--- config.mk ---
export PLATFORM = sky130hd
export DESIGN_NAME = i_writeback
export DESIGN_NICKNAME = d
export VERILOG_FILES = /design/src/rtl/i_writeback.sv
export SDC_FILE = /design/constraint.sdc
export NUM_CORES = 1
export LEC_CHECK = 0
export ABC_AREA = 1
export CAP_MARGIN = 20
export CORE_MARGIN = 2
export CORE_UTILIZATION = 45
export CTS_CLUSTER_SIZE = 12
export DETAILED_ROUTE_END_ITERATION = 16
export PLACE_DENSITY = 0.75
export SLEW_MARGIN = 30
export SYNTH_ARGS = -nofsm -noshare
export SYNTH_HDL_FRONTEND = slang
export SYNTH_SLANG_ARGS = --single-unit
--- constraint.sdc ---
create_clock -name clk -period 1.4 [get_ports clk]
set_input_delay 0.21 -clock clk [delete_from_list [all_inputs] [get_ports clk]]
set_output_delay 0.21 -clock clk [all_outputs]
set_load 0.02 [all_outputs]
--- src/rtl/i_writeback.sv ---
// i_writeback -- MEM/WB pipeline stage.
//
// Latches EX/MEM results and drives the register-file write port used by
// i_decode. Loads issue a data-memory request and either complete in the
// same cycle (zero-wait) or park the stage in WAIT_MEM. While parked, the
// upstream stages are stalled. A load that waits MEM_TIMEOUT cycles is
// abandoned and raises the sticky mem_err flag.
//
// Optional feature macro: WB_RETIRE_CNT_EN adds the retired_count output.
//
// Ports:
//   clk, rst_n            clock, asynchronous active-low reset
//   EX_MEM_*              incoming instruction slot (valid, alu_result/address,
//                         rd, reg_write, mem_read, mem_to_reg)
//   flush                 kills the in-flight instruction
//   dmem_ready/dmem_rdata data-memory response
//   dmem_req              load request (combinational, held until ready)
//   mem_stall             upstream must hold EX/MEM (combinational)
//   mem_err               sticky load-timeout flag
//   MEM_WB_rd/_reg_write  register-file write address / enable
//   WB_mux5_write_data    register-file write data
//   retired_count         retired instruction counter (WB_RETIRE_CNT_EN only)
module i_writeback #(
  parameter int DATA_W      = 32,
  parameter int REG_AW      = 5,
  parameter int MEM_TIMEOUT = 16
) (
  input  logic              clk,
  input  logic              rst_n,
  input  logic              EX_MEM_valid,
  input  logic [DATA_W-1:0] EX_MEM_alu_result,
  input  logic [REG_AW-1:0] EX_MEM_rd,
  input  logic              EX_MEM_reg_write,
  input  logic              EX_MEM_mem_read,
  input  logic              EX_MEM_mem_to_reg,
  input  logic              flush,
  input  logic              dmem_ready,
  input  logic [DATA_W-1:0] dmem_rdata,
  output logic              dmem_req,
  output logic              mem_stall,
  output logic              mem_err,
  output logic [REG_AW-1:0] MEM_WB_rd,
  output logic              MEM_WB_reg_write,
  output logic [DATA_W-1:0] WB_mux5_write_data
`ifdef WB_RETIRE_CNT_EN
  ,
  output logic [31:0]       retired_count
`endif
);

  typedef enum logic {IDLE, WAIT_MEM} state_t;

  // Last WAIT_MEM cycle index before the load is abandoned.
  localparam logic [7:0] TO_LAST = 8'(MEM_TIMEOUT - 1);

  state_t              state_reg, state_next;
  logic [7:0]          cnt_reg, cnt_next;
  logic [REG_AW-1:0]   rd_reg, rd_next;
  logic                we_reg, we_next;
  logic [DATA_W-1:0]   data_reg, data_next;
  logic                err_reg, err_next;
  // Copy of the parked load, so the writeback does not depend on upstream
  // holding its outputs perfectly stable.
  logic [REG_AW-1:0]   p_rd_reg, p_rd_next;
  logic                p_we_reg, p_we_next;
  logic                p_m2r_reg, p_m2r_next;
  logic [DATA_W-1:0]   p_alu_reg, p_alu_next;
  logic                req_c, stall_c, live;

  assign live = EX_MEM_valid & ~flush;

  always_comb begin
    state_next = state_reg;
    cnt_next   = cnt_reg;
    rd_next    = rd_reg;
    we_next    = 1'b0;
    data_next  = data_reg;
    err_next   = err_reg;
    p_rd_next  = p_rd_reg;
    p_we_next  = p_we_reg;
    p_m2r_next = p_m2r_reg;
    p_alu_next = p_alu_reg;
    req_c      = 1'b0;
    stall_c    = 1'b0;
    case (state_reg)
      IDLE: begin
        cnt_next = '0;
        if (live) begin
          if (EX_MEM_mem_read) req_c = 1'b1;
          if (!EX_MEM_mem_read || dmem_ready) begin
            rd_next   = EX_MEM_rd;
            we_next   = EX_MEM_reg_write & (EX_MEM_rd != '0);
            data_next = EX_MEM_mem_to_reg ? dmem_rdata : EX_MEM_alu_result;
          end else begin
            stall_c    = 1'b1;
            state_next = WAIT_MEM;
            p_rd_next  = EX_MEM_rd;
            p_we_next  = EX_MEM_reg_write & (EX_MEM_rd != '0);
            p_m2r_next = EX_MEM_mem_to_reg;
            p_alu_next = EX_MEM_alu_result;
          end
        end
      end
      WAIT_MEM: begin
        req_c = 1'b1;
        if (flush) begin
          // flush beats a simultaneous dmem_ready: the load is dropped.
          state_next = IDLE;
          cnt_next   = '0;
        end else if (dmem_ready) begin
          rd_next    = p_rd_reg;
          we_next    = p_we_reg;
          data_next  = p_m2r_reg ? dmem_rdata : p_alu_reg;
          state_next = IDLE;
          cnt_next   = '0;
        end else if (cnt_reg == TO_LAST) begin
          err_next   = 1'b1;
          state_next = IDLE;
          cnt_next   = '0;
        end else begin
          stall_c  = 1'b1;
          cnt_next = cnt_reg + 8'd1;
        end
      end
      default: state_next = IDLE;
    endcase
  end

  always_ff @(posedge clk or negedge rst_n) begin
    if (!rst_n) begin
      state_reg <= IDLE;
      cnt_reg   <= '0;
      rd_reg    <= '0;
      we_reg    <= 1'b0;
      data_reg  <= '0;
      err_reg   <= 1'b0;
      p_rd_reg  <= '0;
      p_we_reg  <= 1'b0;
      p_m2r_reg <= 1'b0;
      p_alu_reg <= '0;
    end else begin
      state_reg <= state_next;
      cnt_reg   <= cnt_next;
      rd_reg    <= rd_next;
      we_reg    <= we_next;
      data_reg  <= data_next;
      err_reg   <= err_next;
      p_rd_reg  <= p_rd_next;
      p_we_reg  <= p_we_next;
      p_m2r_reg <= p_m2r_next;
      p_alu_reg <= p_alu_next;
    end
  end

  // Combinational outputs are forced low while reset is held so that every
  // output reads 0 during reset regardless of the incoming slot.
  assign dmem_req           = rst_n & req_c;
  assign mem_stall          = rst_n & stall_c;
  assign mem_err            = err_reg;
  assign MEM_WB_rd          = rd_reg;
  assign MEM_WB_reg_write   = we_reg;
  assign WB_mux5_write_data = data_reg;

`ifdef WB_RETIRE_CNT_EN
  logic        retire;
  logic [31:0] ret_cnt_reg;

  // An instruction retires when it leaves the stage without being flushed
  // or timed out, whether or not it writes the register file.
  assign retire = ((state_reg == IDLE) & live & (~EX_MEM_mem_read | dmem_ready))
                | ((state_reg == WAIT_MEM) & ~flush & dmem_ready);

  always_ff @(posedge clk or negedge rst_n) begin
    if (!rst_n) ret_cnt_reg <= '0;
    else if (retire) ret_cnt_reg <= ret_cnt_reg + 32'd1;
  end

  assign retired_count = ret_cnt_reg;
`endif

endmodule

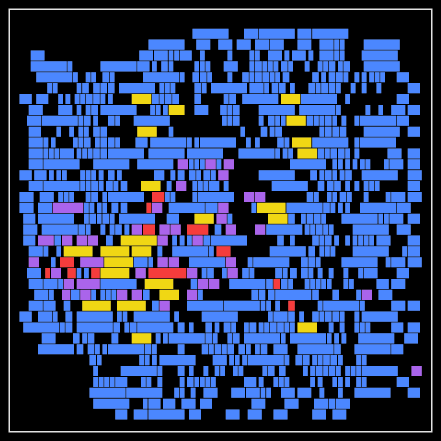
sizes.png
Scale: 4 px per micron.
- purple: _3 and _4 cells (cells 43)
- blue: _0 and _1 cells (cells 711)
- red: _2 cells (cells 12)
- yellow: _6 and larger (cells 23)

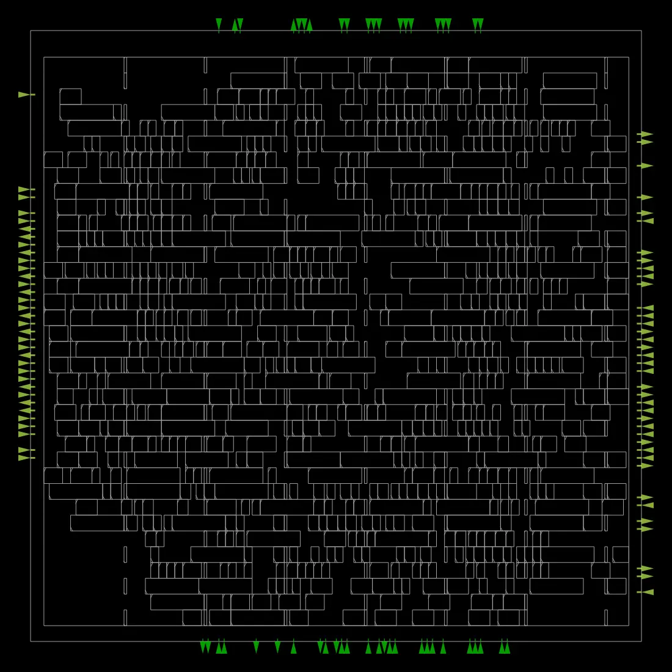
placement.png
number of well taps: 133
Std-Cell Core Area: 9860 sq um
fill cell total of the finished layout: 847
Row Count: 36
Final Instance Count excl. Fillers: 922

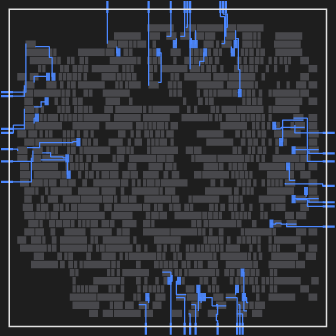
io_fan.png
Scale: 3 px per micron.
- blue: `EX_MEM_alu_result` (bits 32; direction input; end cells 32; buffers 32; wire 602 microns)

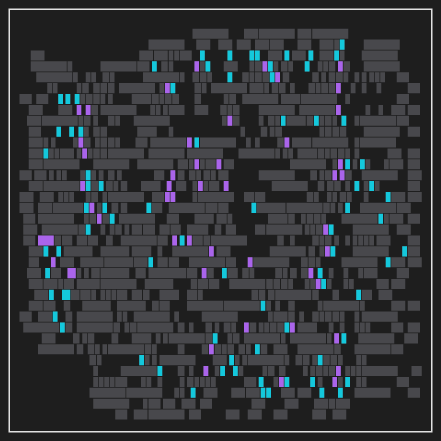
logic_types.png
Scale: 4 px per micron.
- purple: NOR gates (cells 48; where widely spread)
- cyan: inverters (cells 79; where widely spread)

==> results.yml <==
# generated from flow reports
global_route:
  grt_antenna_before_repair: 0
  grt_util_all_layers: 0.242
  grt_start_max_net_pins: 80
  grt_first_pass_wirelength_microns: 21800
logic_synthesis:
  synthesis.area_sq_um: 4610
  top_area_cell: "dfrtp_1"
  synthesis.area_per_instance_sq_um: 7.13
  seq_area_frac_synth: 0.472
  compound_area_frac: 0.137
  netlist.area_leader.share: 0.472
  synth.mux.area_fraction: 0
layout:
  logic_area_sq_um: 1990
  layout.cells.most_common_list: "nand2_1, o21ai_0, dfrtp_1"
  area.growth.synth_to_final_pct: 38.5
die:
  design.portCount: 118
final_timing:
  setup_slack_after_layout_ns: -0.220
  number_of_endpoints_failing_setup_at_the_final_stage: 45
  final.setup_skew_ns: 0.00547
  fin_setup_tns_ns: -2.00
route:
  detailroute.via_count: 4643
  totalWireLength_microns: 12900
  antenna_left: 0
  routed_via_density: 5.04
  drcViolationCount: 0
  first_iter_violations: 208
power_and_ir_drop:
  finalPower_uw: 6780
  power.net_switching_uw: 2230
  clockNetworkPower_uw: 1640
  power.group.top: "sequential cells"
  pg_comb_uw: 1950
  intPower_uw: 4550
  share_comb_of_total_power: 0.288
  clock_share_of_power: 0.242
  power.switching_fraction: 0.329
placed_design:
  place.detailed.instances: 901
  dpl_worst_slack_ns: -0.697
cts:
  max-clock-path-buffers: 2
  htreeDepth: 3
setup_path:
  critical-path-max-stage-delay_ns: 0.40
  worstPathArrival_ns: 1.41
outcome:
  status: "complete, but fails checks"
  failed_checks: "negative setup slack"
job:
  drv_cap: 0
[final cells by class]
cell class,instances,share of cell area
repair buffers,162,0.246
clock inverters,3,0.00274
clock buffers,12,0.0259
inverters,79,0.0468
multi-input cells,446,0.311
well taps,133,0.0261
flip-flops and latches,87,0.341
[critical path, delay by kind of cell (launching register included)]
family / cells / cell delay (ns)
DFF: 1 / 0.40
AOI/OAI and AO/OA: 2 / 0.24
and+or+nand+nor: 1 / 0.09
buffers and inverters: 1 / 0.14
adders and majority gates: 1 / 0.19
[layer usage]
layer	wire length, microns	share of wire	up-vias	track usage
li1	-	-	2281	-
met1	5550	0.43	2151	0.311
met2	6300	0.49	195	0.413
met3	893	0.069	16	0.0396
met4	132	0.010	0	0.0867
met5	0	0	-	0
